Run 1, routed metal per tile:
The bar under the picture is 100 µm long. The die is cut into 40 by 40 equal tiles; black is low, pale yellow is high, scaled to the fullest tile. Values are wire area over tile area, all layers added.
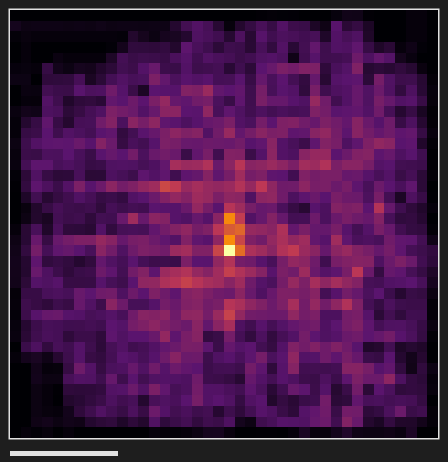
Run 1, met2 routing:
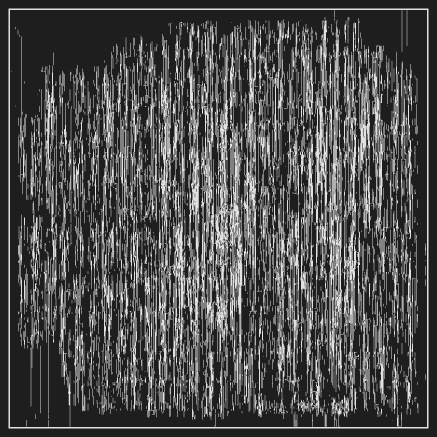
Run 1, cell density map:
The bar under the picture is 100 µm long. The die is cut into 40 by 40 equal tiles; black is low, pale yellow is high, 0 to 100% covered.
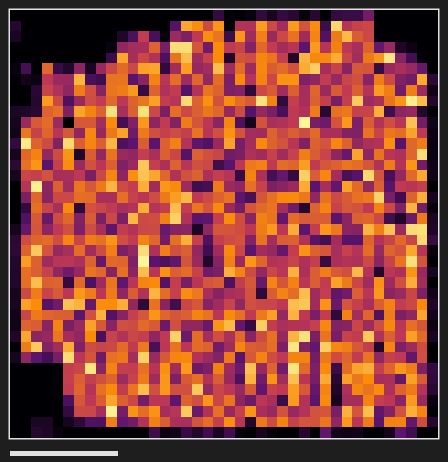
Run 1, routing congestion map:
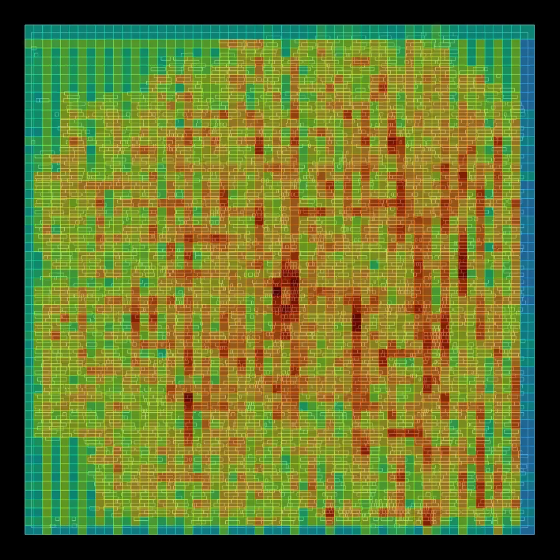
--- config.mk ---
export PLATFORM = sky130hd
export DESIGN_NAME = tx_pulse_ch_flat
export DESIGN_NICKNAME = d
export VERILOG_FILES = /design/src/rtl/tx_pulse_ch_if.sv /design/src/rtl/tx_pulse_ch.sv /design/src/flat_wrapper.sv
export SDC_FILE = /design/constraint.sdc
export NUM_CORES = 1
export LEC_CHECK = 0
export CAP_MARGIN = 20
export CORE_MARGIN = 5
export CORE_UTILIZATION = 41
export CTS_CLUSTER_SIZE = 16
export DETAILED_ROUTE_END_ITERATION = 16
export PLACE_DENSITY_LB_ADDON = 0.05
export SYNTH_ARGS = -nofsm -noshare
export SYNTH_HDL_FRONTEND = slang
export SYNTH_SLANG_ARGS = --single-unit
--- constraint.sdc ---
create_clock -name clk -period 2.8 [get_ports clk]
set_clock_uncertainty 0.05 [all_clocks]
set_input_delay 0.42 -clock clk [delete_from_list [all_inputs] [get_ports clk]]
set_output_delay 0.42 -clock clk [all_outputs]
set_load 0.01 [all_outputs]
--- src/rtl/tx_pulse_ch_if.sv ---
// -----------------------------------------------------------------------------
// tx_pulse_ch_if
// Bundle of the control, LUT-programming and pulser-drive signals of one
// transmit beamforming channel.
//   master : controller side (drives LUT writes, trigger, settings; sees outputs)
//   slave  : channel side (tx_pulse_ch)
// Signals:
//   lut_we/lut_addr/lut_din   delay LUT write port
//   zone_sel                  focal zone used by the next transmit
//   half_period/num_cycles    waveform settings
//   tx_trig/tx_abort          transmit start / synchronous abort
//   pulse_p/pulse_n           bipolar pulser drive
//   tx_en/tx_busy/tx_done     train-active, not-idle, completion strobe
// -----------------------------------------------------------------------------
interface tx_pulse_ch_if #(
    parameter int DLY_WD  = 12,
    parameter int ADDR_WD = 7,
    parameter int HALF_WD = 4,
    parameter int CYC_WD  = 4
);
    logic               lut_we;
    logic [ADDR_WD-1:0] lut_addr;
    logic [DLY_WD-1:0]  lut_din;
    logic [ADDR_WD-1:0] zone_sel;
    logic [HALF_WD-1:0] half_period;
    logic [CYC_WD-1:0]  num_cycles;
    logic               tx_trig;
    logic               tx_abort;
    logic               pulse_p;
    logic               pulse_n;
    logic               tx_en;
    logic               tx_busy;
    logic               tx_done;

    modport master (
        output lut_we, lut_addr, lut_din, zone_sel, half_period, num_cycles,
               tx_trig, tx_abort,
        input  pulse_p, pulse_n, tx_en, tx_busy, tx_done
    );

    modport slave (
        input  lut_we, lut_addr, lut_din, zone_sel, half_period, num_cycles,
               tx_trig, tx_abort,
        output pulse_p, pulse_n, tx_en, tx_busy, tx_done
    );
endinterface

--- src/rtl/tx_pulse_ch.sv ---
// -----------------------------------------------------------------------------
// tx_pulse_ch
// Per-element transmit beamforming channel. Holds a per-focal-zone delay LUT;
// on a trigger it latches the zone and waveform settings, reads the zone's
// delay, counts it down and then drives a bipolar P/N pulse train.
// Ports:
//   clk    system clock (40 MHz)
//   rst_n  asynchronous reset, ACTIVE HIGH despite its name
//   bus    tx_pulse_ch_if.slave (LUT write, trigger/abort, settings, outputs)
// Optional feature:
//   TX_DEAD_TIME_EN  when defined, one dead cycle (pulse_p=pulse_n=0, tx_en=1)
//                    separates every P->N and N->P change inside a train.
// Timing (edge 0 = edge that samples tx_trig, D = LUT delay, L = train length):
//   pulse_p/tx_en rise at edge 3+D, tx_done at edge 4+D+L, tx_busy is high
//   from edge 1 through the tx_done cycle.
// -----------------------------------------------------------------------------
module tx_pulse_ch #(
    parameter int DLY_WD  = 12,
    parameter int ADDR_WD = 7,
    parameter int HALF_WD = 4,
    parameter int CYC_WD  = 4
) (
    input  logic          clk,
    input  logic          rst_n,
    tx_pulse_ch_if.slave  bus
);

`ifdef TX_DEAD_TIME_EN
    localparam logic DEAD_EN = 1'b1;
`else
    localparam logic DEAD_EN = 1'b0;
`endif

    typedef enum logic [2:0] {
        S_IDLE    = 3'd0,
        S_LOAD    = 3'd1,
        S_DELAY   = 3'd2,
        S_PULSE_P = 3'd3,
        S_PULSE_N = 3'd4,
        S_DONE    = 3'd5
    } state_t;

    // Delay LUT, deliberately without reset
    logic [DLY_WD-1:0]  r_lut [2**ADDR_WD];

    state_t             r_state,   w_state_nxt;
    logic [ADDR_WD-1:0] r_zone,    w_zone_nxt;
    logic [HALF_WD-1:0] r_half,    w_half_nxt;
    logic [CYC_WD-1:0]  r_cyc,     w_cyc_nxt;
    logic [DLY_WD-1:0]  r_dly,     w_dly_nxt;
    logic [HALF_WD-1:0] r_hcnt,    w_hcnt_nxt;
    logic               r_dead,    w_dead_nxt;
    logic               r_done_ph, w_done_ph_nxt;
    logic               w_abort;
    logic               w_half_last;

    logic               r_pulse_p;
    logic               r_pulse_n;
    logic               r_tx_en;
    logic               r_tx_busy;
    logic               r_tx_done;

    // LUT write port; writes are accepted in every state
    always_ff @(posedge clk) begin
        if (bus.lut_we) begin
            r_lut[bus.lut_addr] <= bus.lut_din;
        end else begin
            r_lut[bus.lut_addr] <= r_lut[bus.lut_addr];
        end
    end

    // Next-state and counter logic
    always_comb begin
        w_state_nxt   = r_state;
        w_zone_nxt    = r_zone;
        w_half_nxt    = r_half;
        w_cyc_nxt     = r_cyc;
        w_dly_nxt     = r_dly;
        w_hcnt_nxt    = r_hcnt;
        w_dead_nxt    = r_dead;
        w_done_ph_nxt = r_done_ph;
        w_abort       = bus.tx_abort && (r_state != S_IDLE);
        w_half_last   = (r_hcnt == (r_half - HALF_WD'(1)));

        case (r_state)
            S_IDLE: begin
                // r_tx_busy still covers the cycle right after DONE, so a
                // trigger there is dropped rather than queued
                if (bus.tx_trig && !r_tx_busy) begin
                    w_state_nxt = S_LOAD;
                    w_zone_nxt  = bus.zone_sel;
                    w_half_nxt  = (bus.half_period == HALF_WD'(0)) ?
                                  HALF_WD'(1) : bus.half_period;
                    w_cyc_nxt   = bus.num_cycles;
                end else begin
                    w_state_nxt = S_IDLE;
                end
            end
            S_LOAD: begin
                // Registering the LUT word into the down-counter is the
                // synchronous read; a same-edge write to this zone is not seen
                w_dly_nxt   = r_lut[r_zone];
                w_state_nxt = S_DELAY;
            end
            S_DELAY: begin
                if (r_dly == DLY_WD'(0)) begin
                    w_hcnt_nxt  = HALF_WD'(0);
                    w_dead_nxt  = 1'b0;
                    w_state_nxt = (r_cyc == CYC_WD'(0)) ? S_DONE : S_PULSE_P;
                end else begin
                    w_dly_nxt = r_dly - DLY_WD'(1);
                end
            end
            S_PULSE_P: begin
                if (r_dead) begin
                    w_dead_nxt = 1'b0;
                end else if (w_half_last) begin
                    w_hcnt_nxt  = HALF_WD'(0);
                    w_dead_nxt  = DEAD_EN;
                    w_state_nxt = S_PULSE_N;
                end else begin
                    w_hcnt_nxt = r_hcnt + HALF_WD'(1);
                end
            end
            S_PULSE_N: begin
                if (r_dead) begin
                    w_dead_nxt = 1'b0;
                end else if (w_half_last) begin
                    w_hcnt_nxt = HALF_WD'(0);
                    w_cyc_nxt  = r_cyc - CYC_WD'(1);
                    if (r_cyc == CYC_WD'(1)) begin
                        w_dead_nxt  = 1'b0;
                        w_state_nxt = S_DONE;
                    end else begin
                        w_dead_nxt  = DEAD_EN;
                        w_state_nxt = S_PULSE_P;
                    end
                end else begin
                    w_hcnt_nxt = r_hcnt + HALF_WD'(1);
                end
            end
            S_DONE: begin
                // First DONE cycle lets the last registered pulse drain low;
                // the second one raises tx_done and returns to IDLE
                if (r_done_ph) begin
                    w_done_ph_nxt = 1'b0;
                    w_state_nxt   = S_IDLE;
                end else begin
                    w_done_ph_nxt = 1'b1;
                end
            end
            default: begin
                w_state_nxt = S_IDLE;
            end
        endcase

        // Abort overrides any transition decided above
        if (w_abort) begin
            w_state_nxt   = S_IDLE;
            w_dead_nxt    = 1'b0;
            w_done_ph_nxt = 1'b0;
        end else begin
            w_state_nxt = w_state_nxt;
        end
    end

    // State and counter registers
    always_ff @(posedge clk or posedge rst_n) begin
        if (rst_n) begin
            r_state   <= S_IDLE;
            r_zone    <= ADDR_WD'(0);
            r_half    <= HALF_WD'(0);
            r_cyc     <= CYC_WD'(0);
            r_dly     <= DLY_WD'(0);
            r_hcnt    <= HALF_WD'(0);
            r_dead    <= 1'b0;
            r_done_ph <= 1'b0;
        end else begin
            r_state   <= w_state_nxt;
            r_zone    <= w_zone_nxt;
            r_half    <= w_half_nxt;
            r_cyc     <= w_cyc_nxt;
            r_dly     <= w_dly_nxt;
            r_hcnt    <= w_hcnt_nxt;
            r_dead    <= w_dead_nxt;
            r_done_ph <= w_done_ph_nxt;
        end
    end

    // Output registers: decoded from the current state, so P and N are
    // mutually exclusive by construction; abort clears them on its edge
    always_ff @(posedge clk or posedge rst_n) begin
        if (rst_n) begin
            r_pulse_p <= 1'b0;
            r_pulse_n <= 1'b0;
            r_tx_en   <= 1'b0;
            r_tx_busy <= 1'b0;
            r_tx_done <= 1'b0;
        end else if (w_abort) begin
            r_pulse_p <= 1'b0;
            r_pulse_n <= 1'b0;
            r_tx_en   <= 1'b0;
            r_tx_busy <= 1'b0;
            r_tx_done <= 1'b0;
        end else begin
            r_pulse_p <= (r_state == S_PULSE_P) && !r_dead;
            r_pulse_n <= (r_state == S_PULSE_N) && !r_dead;
            r_tx_en   <= (r_state == S_PULSE_P) || (r_state == S_PULSE_N);
            r_tx_busy <= (r_state != S_IDLE);
            r_tx_done <= (r_state == S_DONE) && r_done_ph;
        end
    end

    assign bus.pulse_p = r_pulse_p;
    assign bus.pulse_n = r_pulse_n;
    assign bus.tx_en   = r_tx_en;
    assign bus.tx_busy = r_tx_busy;
    assign bus.tx_done = r_tx_done;

endmodule

--- src/flat_wrapper.sv ---
// flat-port wrapper written by rule: the top's interface ports become plain ports
module tx_pulse_ch_flat 
#(
    parameter int DLY_WD  = 12,
    parameter int ADDR_WD = 7,
    parameter int HALF_WD = 4,
    parameter int CYC_WD  = 4
)
  (clk, rst_n, bus_lut_we, bus_lut_addr, bus_lut_din, bus_zone_sel, bus_half_period, bus_num_cycles, bus_tx_trig, bus_tx_abort, bus_pulse_p, bus_pulse_n, bus_tx_en, bus_tx_busy, bus_tx_done);
  tx_pulse_ch_if #(.DLY_WD(DLY_WD), .ADDR_WD(ADDR_WD), .HALF_WD(HALF_WD), .CYC_WD(CYC_WD)) bus_i ();
  input  logic clk;
  input  logic rst_n;
  input wire logic [$bits(bus_i.lut_we)-1:0] bus_lut_we;
  input wire logic [$bits(bus_i.lut_addr)-1:0] bus_lut_addr;
  input wire logic [$bits(bus_i.lut_din)-1:0] bus_lut_din;
  input wire logic [$bits(bus_i.zone_sel)-1:0] bus_zone_sel;
  input wire logic [$bits(bus_i.half_period)-1:0] bus_half_period;
  input wire logic [$bits(bus_i.num_cycles)-1:0] bus_num_cycles;
  input wire logic [$bits(bus_i.tx_trig)-1:0] bus_tx_trig;
  input wire logic [$bits(bus_i.tx_abort)-1:0] bus_tx_abort;
  output wire logic [$bits(bus_i.pulse_p)-1:0] bus_pulse_p;
  output wire logic [$bits(bus_i.pulse_n)-1:0] bus_pulse_n;
  output wire logic [$bits(bus_i.tx_en)-1:0] bus_tx_en;
  output wire logic [$bits(bus_i.tx_busy)-1:0] bus_tx_busy;
  output wire logic [$bits(bus_i.tx_done)-1:0] bus_tx_done;
  assign bus_i.lut_we = bus_lut_we;
  assign bus_i.lut_addr = bus_lut_addr;
  assign bus_i.lut_din = bus_lut_din;
  assign bus_i.zone_sel = bus_zone_sel;
  assign bus_i.half_period = bus_half_period;
  assign bus_i.num_cycles = bus_num_cycles;
  assign bus_i.tx_trig = bus_tx_trig;
  assign bus_i.tx_abort = bus_tx_abort;
  assign bus_pulse_p = bus_i.pulse_p;
  assign bus_pulse_n = bus_i.pulse_n;
  assign bus_tx_en = bus_i.tx_en;
  assign bus_tx_busy = bus_i.tx_busy;
  assign bus_tx_done = bus_i.tx_done;
  tx_pulse_ch #(.DLY_WD(DLY_WD), .ADDR_WD(ADDR_WD), .HALF_WD(HALF_WD), .CYC_WD(CYC_WD)) u_core (.clk(clk), .rst_n(rst_n), .bus(bus_i));
endmodule
==> notes.org, run 1 <==
#+TITLE: Implementation results

** Synth
- For reference, simple AND, OR, NAND and NOR cells occupy 2.740% of the area reported after synthesis.
- Warnings, synthesis :: 0
- By area, the combinational part of the netlist is dominated by multiplexers.
- Register share after synthesis :: 76.55%
- The synth_stat.txt file lists the number of cells as 2797.
- Synth mux share :: 17.38%
- Most common flop cell mapped by yosys :: sky130_fd_sc_hd__edfxtp_1
- Yosys mapped a number of flops with a built-in enable equal to 1536.

** Pwr
- Cell Pwr Density :: 981.1 nW/µm²

** Clocking
- The cell sitting at the root of the clock tree is a sky130_fd_sc_hd__clkbuf_16.

** Critical path
- Worst flop-to-flop path startpoint :: u_core.r_zone[0]
- CP max FO :: 11
- The worst setup path is launched from a flip-flop.
- Crit. Startpoint :: u_core.r_zone[0]
- Critical path destination :: u_core.r_dly[9]

** Final layout
- Number of filler instances in the final layout :: 12.06k
- The library cell used most frequently in the layout, excluding fill and tap cells, is sky130_fd_sc_hd__edfxtp_1.
- P&R area growth vs syn :: 22.45%

** STA
- Across all setup checks in the final design, the least slack found is -0.1098 ns.
- Per the timing report, the achievable frequency comes out to 0.3437 GHz.
- Endpoints failing setup :: 7
- Setup repair after global routing could not meet its margin everywhere.
- The max-slew check reports its worst relative slack as 31.79%.

** Min path
- Hold path endpoint :: u_core.r_lut[39][1]
- Worst hold stages :: 1

** Route
- After detailed routing, the number of remaining DRC violations is 0.
- Using the TritonRoute via totals, the vias-per-cell ratio works out to 5.646.
- The routed design has 177300 µm of wire.
- After detailed routing, the met2 layer carries 84690 µm of wire.
- The first detailed-routing pass took 7 iterations.
- Iteration-0 DRC Markers :: 3235
- The detailed router placed 31.20k vias in this run.
- Routed length on met3 :: 11660 µm

** Outcome
- Status :: finished, violations left
- Violated checks :: negative setup slack

** Job
- The stage logs contain a warning count of 44.
- Count of maximum capacitance violations :: 0

** Die
- The floorplan step records an initial core utilization of 41.15%.

** Global route
- Summed over all layers, the global routing overflow is 0.
- Number of antenna violations at the first check in global routing :: 12
- The first global-routing pass estimated 250200 µm of wire.

** Place
- Once detailed placement completed, the half-perimeter wirelength came to 112600 µm.
## Picture notes: 'routed metal per tile'
The fullest tile reaches 0.85. The densest ninth of the die: centre. 1.0% of the tiles are over half the peak. 11% of the tiles are nearly empty.

## Picture notes: 'met2 routing'
The layer holds 48% of the routed length. The layer carries 84.7 mm of wire.

## Picture notes: 'cell density map'
The emptiest ninth of the die: upper left. 12% of the tiles are over 75% full. The fullest tile reaches 98%.

## Picture notes: 'routing congestion map'
met3 usage in global routing: 4.576%
GR Util met2: 36.02%
busiest grt layer: met2
global routing usage on met1: 32.42%

[run 1: Yosys cell counts (15+ instances only)]
library cell,count
sky130_fd_sc_hd__edfxtp_1,1536
sky130_fd_sc_hd__mux4_2,437
sky130_fd_sc_hd__nor2_1,154
sky130_fd_sc_hd__nand2_1,109
sky130_fd_sc_hd__mux2i_1,60
sky130_fd_sc_hd__clkbuf_1,50
sky130_fd_sc_hd__buf_2,47
sky130_fd_sc_hd__dfrtp_1,40
sky130_fd_sc_hd__a21oi_1,36
sky130_fd_sc_hd__nand3_1,33
sky130_fd_sc_hd__nor3_1,23
sky130_fd_sc_hd__o21ai_0,21
sky130_fd_sc_hd__buf_6,20
sky130_fd_sc_hd__buf_4,16
sky130_fd_sc_hd__mux2_2,16
sky130_fd_sc_hd__nor2b_1,15
[run 1: critical path, delay by kind of cell (launching register included)]
| kind | cells | cell delay (ns) |
|---|---|---|
| flops | 1 | 0.52 |
| simple gates | 3 | 0.53 |
| mux | 3 | 0.89 |
| buf+inv | 5 | 0.81 |
[run 1: stage by stage]
step | power [W] | util, % | hold slack [ns] | instance area, µm² | std cells
6_report | 0.07395 | 50.39 | 0.06884 | 75380 | 5526
3_3_place_gp | 0.05019 | 45.79 | 0.4511 | 68510 | 5144
3_5_place_dp | 0.05026 | 45.79 | 0.4746 | 68510 | 5144
4_1_cts | 0.07431 | 50.21 | 0.009329 | 75110 | 5506
5_1_grt | 0.07679 | 50.38 | 0.03451 | 75370 | 5522
2_1_floorplan | 0.03981 | - | 0.4315 | 61560 | 2797
[run 1: per-layer routing]
layer,track usage [%],vias to the layer above
li1,-,12990
met5,0,-
met3,4.576,229
met1,32.42,16900
met2,36.02,1082
met4,5.486,0
[run 1: registers in the layout, summed over array words and instances (netlist names)]
register	count
u_core.bus.tx_en	1
u_core.r_done_ph	1
u_core.r_dly	12
u_core.r_state	3
u_core.r_lut	1536
u_core.bus.tx_done	1
u_core.bus.tx_busy	1
u_core.r_half	4
u_core.bus.pulse_p	1
u_core.bus.pulse_n	1
u_core.r_zone	7
u_core.r_cyc	4
u_core.r_hcnt	4
[run 1: where the power goes]
group / total (W) / internal, W / switching [W] / leakage (nW)
Clock: 0.0214 / 0.0123 / 0.00909 / 2.57
Sequential: 0.0266 / 0.0262 / 0.000357 / 14.3
Combinational: 0.0260 / 0.0125 / 0.0135 / 7.61
Total: 0.0740 / 0.0510 / 0.0229 / 24.5
[run 1: cell type report]
type	instances	area [µm²]	area share [%]
clock inverters	85	795.8	1.056
inverters	16	62.56	0.08299
repair buffers	554	6429	8.528
clock buffers	218	4507	5.979
well taps	2016	2522	3.346
multi-input cells	1057	13920	18.46
flip-flops and latches	1576	47140	62.53
diodes	4	10.01	0.01328
[run 1: what timing repair did]
| action | CTS | global route |
|---|---|---|
| endpoints found under the hold margin | 53 | 0 |
| cloned | 12 | 3 |
| setup buffers | 43 | 21 |
| setup endpoints to repair | 12 | 13 |
| hold buffers | 5 | 0 |
| resized | 107 | 38 |
| pin swaps | 12 | 25 |
==> run 2, diff against run 1 <==
PLACE_DENSITY = 0.64   (was not set)
PLACE_DENSITY_LB_ADDON = not set   (was 0.05)
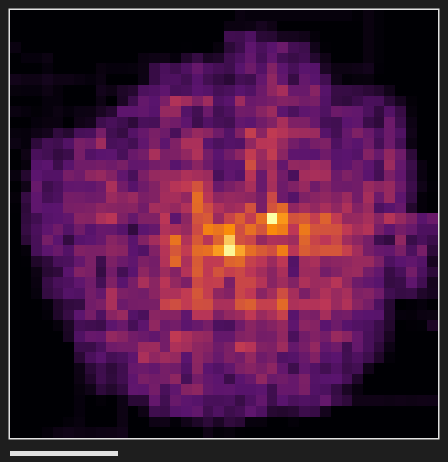
Run 2: routed metal per tile
The bar under the picture is 100 µm long. The die is cut into 40 by 40 equal tiles; black is low, pale yellow is high, scaled to the fullest tile. Values are wire area over tile area, all layers added.
27% of the tiles are nearly empty. The densest ninth of the die: centre. The emptiest ninth of the die: upper left. The fullest tile reaches 0.79. The mean over all tiles is 0.17. 6.5% of the tiles are over half the peak.

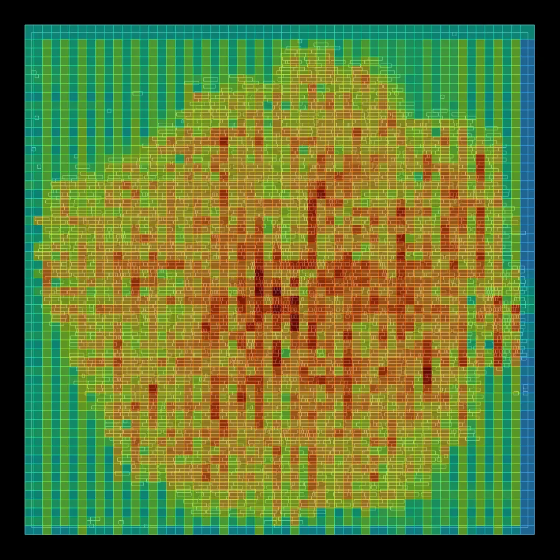
Run 2: routing congestion map
routed wirelength normalized by instance count: 29.46 µm
global routing usage on met1: 28.94%
combined global-route utilization of all metal layers: 20.36%
final cell utilization of the core: 49.88%

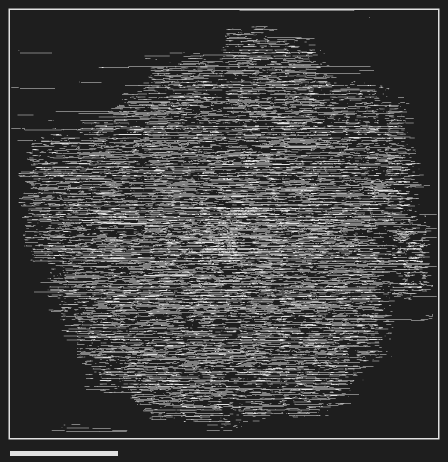
Run 2: M1 wires
The bar under the picture is 100 µm long.
The layer carries 65.4 mm of wire. The layer holds 41% of the routed length. 3248 nets have wire on it. The wires run mostly horizontal. The longest straight run is 224 µm.
Detailed Route WL: 161000 µm
vias after detailed routing: 31.52k

==> notes.org, run 2 <==
#+TITLE: Implementation results

** Job
- The warning total across the stage logs came to 38 (was 44).

** Place
- Instance count after placement with tap cells included :: 5106 (was 5144)
- The post-DP HPWL was 99910 µm (was 112600 µm).

** Synth
- Synth top cells by count: sky130_fd_sc_hd__edfxtp_1, sky130_fd_sc_hd__mux4_2, sky130_fd_sc_hd__nor2_1 (unchanged).
- Most frequently used cell type in the post-synthesis netlist :: sky130_fd_sc_hd__edfxtp_1 (unchanged)
- The number of cells in Yosys stat is 2797 (unchanged).
- Post-synth tally of flip-flops with integrated enable :: 1536 (unchanged)
- The number of synthesis warnings was 0 (unchanged).

** Outcome
- Violated checks :: negative setup slack (unchanged)
- Status: finished, violations left (unchanged).

** Final layout
- The number of inserted filler cells in the final layout came to 11.84k (was 12.06k).
- Fin cells :: 5465 (was 5526)
- Most common cell after layout, fill and taps aside :: sky130_fd_sc_hd__edfxtp_1 (unchanged)
- The area added between synthesis and finish is 21.22% (was 22.45%).

** Pwr
- The fraction of power spent switching nets came to 29.89% (was 31.01%).
- Design internal power :: 0.05006 W (was 0.05102 W)
- The register share of total power was 37.3% (was 36.0%).

** STA
- The final worst setup slack was -0.05587 ns (was -0.1098 ns).
- Max_slew headroom :: 23.69% (was 31.79%)
- Unrepaired setup endpoints after global routing: true (unchanged).
- The highest clock rate is 0.3502 GHz (was 0.3437 GHz).
- The number of setup violations in the final report came to 8 (was 7).

** Die
- The initial core utilization came to 41.15% (unchanged).

** Global route
- Sum of overflow across all layers after global routing :: 0 (unchanged)

** Critical path
- The startpoint class of the critical path is a flip-flop (unchanged).
[run 2: worst max-delay path: stages, from the launching register on]
cell                      delay, ns
sky130_fd_sc_hd__dfrtp_4       0.44
sky130_fd_sc_hd__buf_12        0.15
sky130_fd_sc_hd__buf_12        0.12
sky130_fd_sc_hd__buf_16        0.19
sky130_fd_sc_hd__buf_8         0.18
sky130_fd_sc_hd__mux4_2        0.51
sky130_fd_sc_hd__mux4_2        0.56
sky130_fd_sc_hd__mux2i_2       0.24
sky130_fd_sc_hd__o21ai_1       0.08
sky130_fd_sc_hd__nand2_1       0.10
sky130_fd_sc_hd__nand4_1       0.08
[run 2: path summary, 6_finish.rpt]
path | depth (start not counted) | endpoint | startpoint
max | 10 | u_core.r_dly[5] | u_core.r_zone[0]
min | 1 | u_core.r_lut[123][7] | bus_lut_din[7]
max reg2reg | 10 | u_core.r_dly[5] | u_core.r_zone[0]
min reg2reg | 1 | u_core.r_half[3] | u_core.r_half[3]
max in group asynchronous | 4 | u_core.r_dly[10] | rst_n
min in group asynchronous | 3 | u_core.r_half[1] | rst_n
[run 2: cell type report]
type | instances | area [µm²] | share of cell area, %
inverter | 16 | 61.31 | 0.08215
sequential | 1576 | 47140 | 63.17
antenna | 5 | 12.51 | 0.01677
clock buffer | 214 | 4394 | 5.888
timing repair buffer | 506 | 6062 | 8.123
multi-input combinational | 1057 | 13790 | 18.48
tap | 2016 | 2522 | 3.380
clock inverter | 75 | 644.4 | 0.8635
[run 2: power groups by stage]
stage | logic, W | registers, W | clock network, W
2_1_floorplan | 0.0129 | 0.0269 | 0
3_3_place_gp | 0.0217 | 0.0271 | 0
3_5_place_dp | 0.0218 | 0.0271 | 0
4_1_cts | 0.0232 | 0.0266 | 0.0211
5_1_grt | 0.0252 | 0.0266 | 0.0221
6_report | 0.0241 | 0.0266 | 0.0207
[run 2: through the flow]
| step | setup WS, ns | instance area, µm² | setup TNS (ns) | hold slack (ns) | util, % |
|---|---|---|---|---|---|
| 2_1_floorplan | 0.2629 | 61560 | 0 | 0.4315 | - |
| 3_3_place_gp | -0.6827 | 68340 | -1.344 | 0.4631 | 45.68 |
| 3_5_place_dp | -0.6421 | 68340 | -4.239 | 0.4699 | 45.68 |
| 4_1_cts | -0.07088 | 74060 | -0.3783 | 0.06519 | 49.51 |
| 5_1_grt | -0.1056 | 74610 | -0.9526 | 0.08735 | 49.88 |
| 6_report | -0.05587 | 74630 | -0.2518 | 0.1073 | 49.88 |
[run 2: timing repair]
action,4_1_cts,5_1_grt
pin swaps,11,14
hold buffers,3,0
gates resized,49,49
setup endpoints to repair,11,12
hold endpoints to repair,29,0
gates cloned,7,3
setup buffers,19,34
[run 2: layer usage]
metal	global-route usage [%]	routed length, µm	vias up
met5	0	13	-
met4	5.744	4297	2
met3	4.797	14650	269
met2	31.80	76690	1527
met1	28.94	65370	16880
li1	-	-	12840
[run 2: cell families after synthesis]
family          count (synthesis)  synth area share, %
flops                        1576                76.55
buf+inv                       164                1.490
simple gates                  383                2.740
compound gates                145                1.587
xor+xnor                        6               0.1077
mux                           516                17.38
fa+ha+maj                       7               0.1423
Power figures rest on the tool's default switching activity, not on a simulated workload.
